`config.mk`:
```
export PLATFORM = sky130hd
export DESIGN_NAME = piso_serializer
export DESIGN_NICKNAME = d
export VERILOG_FILES = /design/src/rtl/piso_pkg.sv /design/src/rtl/piso_cell.sv /design/src/rtl/piso_serializer.sv
export SDC_FILE = /design/constraint.sdc
export NUM_CORES = 1
export LEC_CHECK = 0
export CORE_AREA = 2 2 39 41
export CTS_CLUSTER_SIZE = 40
export DETAILED_ROUTE_END_ITERATION = 16
export DIE_AREA = 0 0 41 43
export SYNTH_ARGS = -nofsm -noshare
export SYNTH_HDL_FRONTEND = slang
export SYNTH_HIERARCHICAL = 1
export SYNTH_SLANG_ARGS = --single-unit
```
`constraint.sdc`:
```
create_clock -name clk -period 2.9 [get_ports clk]
set_input_delay 0.58 -clock clk [delete_from_list [all_inputs] [get_ports clk]]
set_output_delay 0.58 -clock clk [all_outputs]
set_load 0.02 [all_outputs]
```
`src/rtl/piso_pkg.sv`:
```
// Shared constants and FSM state encoding for the parallel-in / serial-out serializer.
// Optional feature macro: PISO_PARITY_EN adds the PARITY state.
`timescale 1ns/1ps
package piso_pkg;

   localparam int DEFAULT_WIDTH = 4;

`ifdef PISO_PARITY_EN
   localparam int STATE_W = 2;
   typedef enum logic [1:0] {
      IDLE   = 2'd0,
      SHIFT  = 2'd1,
      PARITY = 2'd2
   } state_t;
`else
   localparam int STATE_W = 1;
   typedef enum logic [0:0] {
      IDLE  = 1'b0,
      SHIFT = 1'b1
   } state_t;
`endif

   // Bit-counter width; never narrower than one bit.
   function automatic int cnt_width(input int w);
      return (w < 2) ? 1 : $clog2(w);
   endfunction

endpackage

```
`src/rtl/piso_cell.sv`:
```
// One shift-register bit: load value has priority over the neighbour bit, otherwise hold.
`timescale 1ns/1ps
module piso_cell (
   input  logic clk,
   input  logic rst,
   input  logic i_load,
   input  logic i_shift,
   input  logic i_load_val,
   input  logic i_nbr,
   output logic o_q
);

   logic r_q;
   logic w_d;

   always_comb begin
      w_d = r_q;
      if (i_load) begin
         w_d = i_load_val;
      end else if (i_shift) begin
         w_d = i_nbr;
      end
   end

   always_ff @(posedge clk) begin
      if (rst) begin
         r_q <= 1'b0;
      end else begin
         r_q <= w_d;
      end
   end

   assign o_q = r_q;

endmodule

```
`src/rtl/piso_serializer.sv`:
```
// Parallel-in / serial-out serializer with a valid/ready word input and a framed bit output.
// Optional feature macro: PISO_PARITY_EN appends an even-parity bit to each frame.
`timescale 1ns/1ps
module piso_serializer
   import piso_pkg::*;
#(
   parameter int WIDTH     = DEFAULT_WIDTH,
   parameter bit LSB_FIRST = 1'b1
) (
   input  logic               clk,
   input  logic               rst,
   input  logic [WIDTH-1:0]   in,
   input  logic               in_valid,
   output logic               in_ready,
   output logic               sout,
   output logic               sout_valid,
   output logic               done,
   output logic [STATE_W-1:0] dbg_state
);

   // Handshake: a word transfers at a posedge where in_valid && in_ready; in_ready
   // never depends on in_valid, and in/in_valid are ignored while in_ready is low.

   localparam int                CNT_W    = cnt_width(WIDTH);
   localparam logic [CNT_W-1:0] LAST_IDX = CNT_W'(WIDTH - 1);

   state_t           r_state;
   state_t           w_next;
   logic [CNT_W-1:0] r_cnt;
   logic [WIDTH-1:0] r_sreg;
   logic [WIDTH-1:0] w_nbr;
   logic             w_last;
   logic             w_ready;
   logic             w_accept;
   logic             w_shift;
   logic             w_data_bit;

   assign w_last     = (r_state == SHIFT) && (r_cnt == LAST_IDX);
   assign w_accept   = in_valid && w_ready;
   assign w_shift    = (r_state == SHIFT);
   assign w_data_bit = LSB_FIRST ? r_sreg[0] : r_sreg[WIDTH-1];

`ifdef PISO_PARITY_EN
   logic r_parity;

   always_ff @(posedge clk) begin
      if (rst) begin
         r_parity <= 1'b0;
      end else if (w_accept) begin
         r_parity <= ^in;
      end
   end

   // The parity cycle takes over the end-of-frame role from the last data bit.
   assign w_ready = (r_state == IDLE) || (r_state == PARITY);
   assign done    = (r_state == PARITY);
   assign sout    = (r_state == PARITY) ? r_parity : (w_shift & w_data_bit);
`else
   assign w_ready = (r_state == IDLE) || w_last;
   assign done    = w_last;
   assign sout    = w_shift & w_data_bit;
`endif

   assign in_ready   = w_ready;
   assign sout_valid = (r_state != IDLE);
   assign dbg_state  = r_state;

   always_comb begin
      w_next = r_state;
      case (r_state)
         IDLE: begin
            if (w_accept) w_next = SHIFT;
         end
         SHIFT: begin
            if (w_last) begin
`ifdef PISO_PARITY_EN
               w_next = PARITY;
`else
               w_next = w_accept ? SHIFT : IDLE;
`endif
            end
         end
`ifdef PISO_PARITY_EN
         PARITY: begin
            w_next = w_accept ? SHIFT : IDLE;
         end
`endif
         default: w_next = IDLE;
      endcase
   end

   always_ff @(posedge clk) begin
      if (rst) begin
         r_state <= IDLE;
      end else begin
         r_state <= w_next;
      end
   end

   always_ff @(posedge clk) begin
      if (rst) begin
         r_cnt <= '0;
      end else if (w_accept) begin
         r_cnt <= '0;
      end else if (w_shift) begin
         r_cnt <= w_last ? '0 : r_cnt + 1'b1;
      end
   end

   // Neighbour wiring moves the next bit to send toward the output end.
   for (genvar i = 0; i < WIDTH; i++) begin : g_cell
      if (LSB_FIRST) begin : g_lsb
         if (i == WIDTH - 1) begin : g_end
            assign w_nbr[i] = 1'b0;
         end else begin : g_mid
            assign w_nbr[i] = r_sreg[i+1];
         end
      end else begin : g_msb
         if (i == 0) begin : g_end
            assign w_nbr[i] = 1'b0;
         end else begin : g_mid
            assign w_nbr[i] = r_sreg[i-1];
         end
      end

      piso_cell u_cell (
         .clk        (clk),
         .rst        (rst),
         .i_load     (w_accept),
         .i_shift    (w_shift),
         .i_load_val (in[i]),
         .i_nbr      (w_nbr[i]),
         .o_q        (r_sreg[i])
      );
   end

endmodule

```
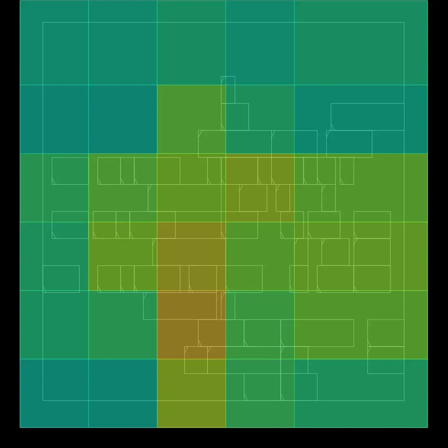
run_1/congestion_map.png
Overall Global Routing Usage: 9.05%
wire length per cell: 8.41 um
met1 Track Usage GR: 12.9%
met2 track demand over resource in global routing: 10.0%
met3 routing resource usage after global routing: 3.14%

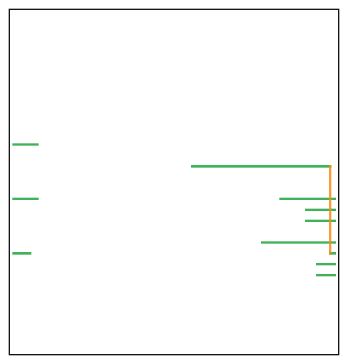
run_1/layers.png
Drawn at 8 px/um. Only two layers are drawn.
- M3: green (wire length 53.3 um)
- M4: orange (wire length 10.9 um)
routed vias: 293
Post-Route WL: 589 um

==> out/results.env, run 1 <==
PLACE_HPWL_UM=436
CLK_ROOT_BUFFER_CELL='sky130_fd_sc_hd__clkbuf_4'
LAYOUT_MIN_CYCLE_TIME_PS=2280
POSTSYNTHSEQSHARE_PCT=37.1
NUM_IO_PINS=12
CLK_PIN_SLEW_WORST_PATHS_PS=50
CLOCK_TREE.BUFFER_DEPTH=2
GRT_START_MAX_NET_PINS=14
WORST_CLOCK_SKEW_PS=1.05
POSTSYNTH.ASYNCRESETSHARE_PCT=0
CTS_RESIZED=0
MAXCAPVIOLATIONS=0
DESIGN.FINAL.NETS=63
VIA_PER_INST=4.19
TOP_POWER_GROUP='registers'
CRITICAL_PATH_DEPTH=2
HOLD_START='r_cnt[1]$_SDFFE_PP0P_'
POST-SYNTH-TOP-AREA-CELL='sky130_fd_sc_hd__dfxtp_1'
SETUP.REG_TO_REG.WORST_SLACK_PS=1480
FINALSETUPTNS_PS=0
FA_HA_AREA_SHARE_PCT=3.31
DETAILEDROUTE.FIRSTITERATIONVIOLATIONS=3
POWER_DENSITY_mW_PER_MM2=463
HOLD-PATH-ENDPOINT='r_cnt[1]$_SDFFE_PP0P_'
CELL_AREA_REPORTED_AFTER_DETAILED_PLACEMENT_SQ_UM=500
NUMBER_OF_ANTENNA_VIOLATIONS_AT_THE_FIRST_CHECK_IN_GLOBAL_ROUTING=0
POST_ROUTE_CELLS_DRIVE_ABOVE_1_SHARE_PCT=20.4
DRT.ANTENNA.VIOLATING_NETS=0
FIRSTDRTPASSITERS=3
MET3WIRELENGTH_UM=53
TIMING.HOLD.WORST_PATH_DEPTH=2
MET1_LAYER_WIRELENGTH_IN_THE_FINAL_ROUTING_UM=290
RESULT_OF_THE_RUN='finished clean'
HIGHEST_COUNT_CELLS_IN_THE_LAYOUT_IGNORING_FILL_AND_TAPS='sky130_fd_sc_hd__clkdlybuf4s50_1, sky130_fd_sc_hd__dfxtp_1, sky130_fd_sc_hd__inv_1'
CHIPHEIGHT_UM=43
BUFFERS=11
GLOBALROUTE.BUSIESTLAYER='met1'
FF_LATCH_AREA_SQ_UM=140
SEQ-CELL-SHARE_PCT=26.6
TIMING_HOLD_VIOLATIONS_FINAL=0
CLKCELLAREAFRAC_PCT=4.99
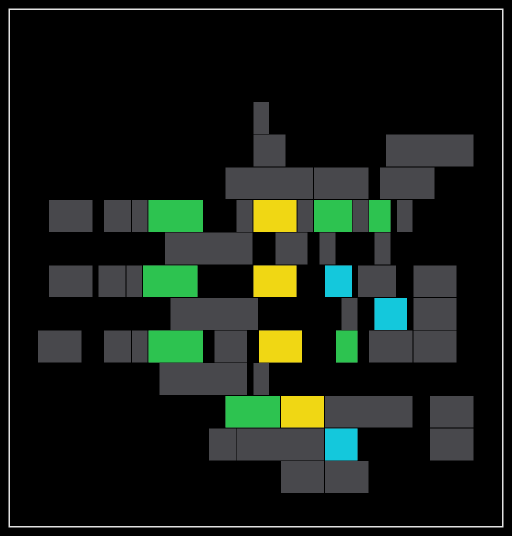
run_1/gates.png
Drawn at 12 px/um.
- mux cells: yellow (cells 4)
- and/or cells: cyan (cells 3)
- aoi and oai cells: green (cells 7; where centre)
combinational fraction of the cell area: 40.1%
most frequent logic cell in the layout: sky130_fd_sc_hd__clkdlybuf4s50_1

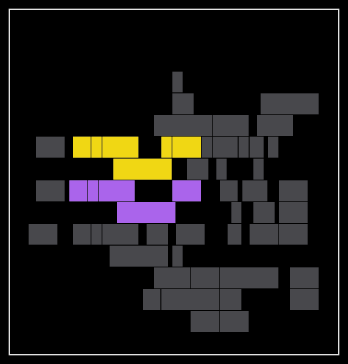
run_1/blocks.png
Drawn at 8 px/um. Other cells in grey.
- `g_cell[3].u_cell`: yellow (cells 6)
- `g_cell[2].u_cell`: purple (cells 5)
- not coloured: 43
post-route insts no fill: 70
area of the die: 0.00176 sq mm

run_1/m1.png
Drawn at 8 px/um. Supply wires on this layer in grey.
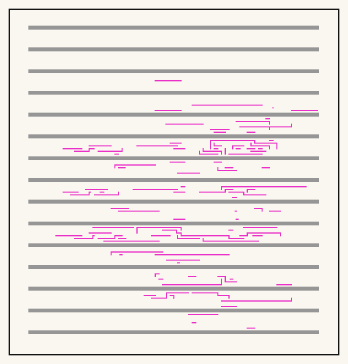

## Run 2: what changed since run 1
==> constraint.sdc (replaced) <==
create_clock -name clk -period 2.15 [get_ports clk]
set_input_delay 0.43 -clock clk [delete_from_list [all_inputs] [get_ports clk]]
set_output_delay 0.43 -clock clk [all_outputs]
set_load 0.02 [all_outputs]
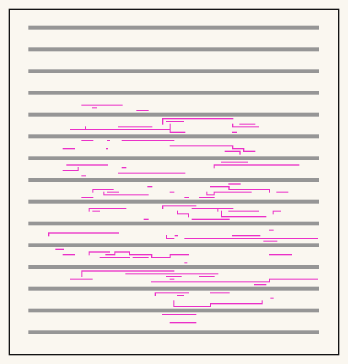
run_2/m1.png
Drawn at 8 px/um. Supply wires on this layer in grey.
- nets with wire on the layer: 50
- share of all routed wire: 47%
- main direction: horizontal
- longest straight run: 16.6 um
met1 Track Usage GR: 12.6%
Post-Route WL: 635 um
routed vias: 314

==> run 2 against run 1 <==
Die area is the same. Total power grew 37%. Non-clock buffer count grew 1. Sequential share of layout area shrank 0.37 points. Count of clock-buffer cells in the layout is the same. Sequential cell count is the same. Clock skew grew 1.3 ps. Hold slack gained 12 ps. Utilization grew 0.54 points. Largest power group unchanged. Highest routed layer unchanged.
==> out/results.env, run 2 <==
RESULT_OF_THE_RUN='finished clean'
VIA_PER_INST=4.42  # +5.7%
FA_HA_AREA_SHARE_PCT=3.31  # unchanged
GR-USAGE-MET2_PCT=13.1  # +3.1 points
CELL_AREA_REPORTED_AFTER_DETAILED_PLACEMENT_SQ_UM=508  # +1.5%
POWER_DENSITY_mW_PER_MM2=624  # +35%
DESIGN.FINAL.NETS=64  # +1.6%
HOLD_START='r_cnt[1]$_SDFFE_PP0P_'
POSTSYNTH.ASYNCRESETSHARE_PCT=0  # unchanged
POST-SYNTH-TOP-AREA-CELL='sky130_fd_sc_hd__dfxtp_1'
POST_ROUTE_CELLS_DRIVE_ABOVE_1_SHARE_PCT=21.8  # +1.4 points
SEQ-CELL-SHARE_PCT=26.2  # -0.37 points
TIMING.HOLD.WORST_PATH_DEPTH=2  # unchanged
TOP_POWER_GROUP='registers'
WORST_CLOCK_SKEW_PS=2.31  # +1.26 ps
POSTSYNTHSEQSHARE_PCT=37.1  # unchanged
FINALSETUPTNS_PS=0  # unchanged
CLK_ROOT_BUFFER_CELL='sky130_fd_sc_hd__clkbuf_4'
TIMING_HOLD_VIOLATIONS_FINAL=0  # unchanged
GR-USAGE-ALL-LAYERS_PCT=10.3  # +1.2 points
DRT.ANTENNA.VIOLATING_NETS=0  # unchanged
POWER.LEAKAGE_nW=0.214
FIN_CELLS=71  # +1.4%
COMB_AREA_SHARE_PCT=39.6  # -0.56 points
CLK_PIN_SLEW_WORST_PATHS_PS=50  # about the same
DIE-AREA_SQ_MM=0.00176  # unchanged
R2R_START='r_cnt[0]$_SDFFE_PP0P_'
CLOCK_TREE.BUFFER_DEPTH=2  # unchanged
CHIPHEIGHT_UM=43  # unchanged
NUMBER_OF_ANTENNA_VIOLATIONS_AT_THE_FIRST_CHECK_IN_GLOBAL_ROUTING=0  # unchanged
DETAILEDROUTE.FIRSTITERATIONVIOLATIONS=2  # -1
FIRSTDRTPASSITERS=3  # unchanged
LAYOUT_MIN_CYCLE_TIME_PS=1960
MET1_LAYER_WIRELENGTH_IN_THE_FINAL_ROUTING_UM=301  # +3.8%
NUM_IO_PINS=12  # unchanged
ARR_TIME_CRIT_PATH_PS=1530
MET3WIRELENGTH_UM=52  # -1.9%
BUFFERS=12  # +1
CRITICAL_PATH_DEPTH=3  # +1
MAXCAPVIOLATIONS=0  # unchanged
GLOBALROUTE.BUSIESTLAYER='met2'
CTS_RESIZED=0  # unchanged
HIGHEST_COUNT_CELLS_IN_THE_LAYOUT_IGNORING_FILL_AND_TAPS='sky130_fd_sc_hd__clkdlybuf4s50_1, sky130_fd_sc_hd__dfxtp_1, sky130_fd_sc_hd__inv_1'
SETUP.REG_TO_REG.WORST_SLACK_PS=750  # -730 ps
Power is estimated from default activity; no workload was simulated.
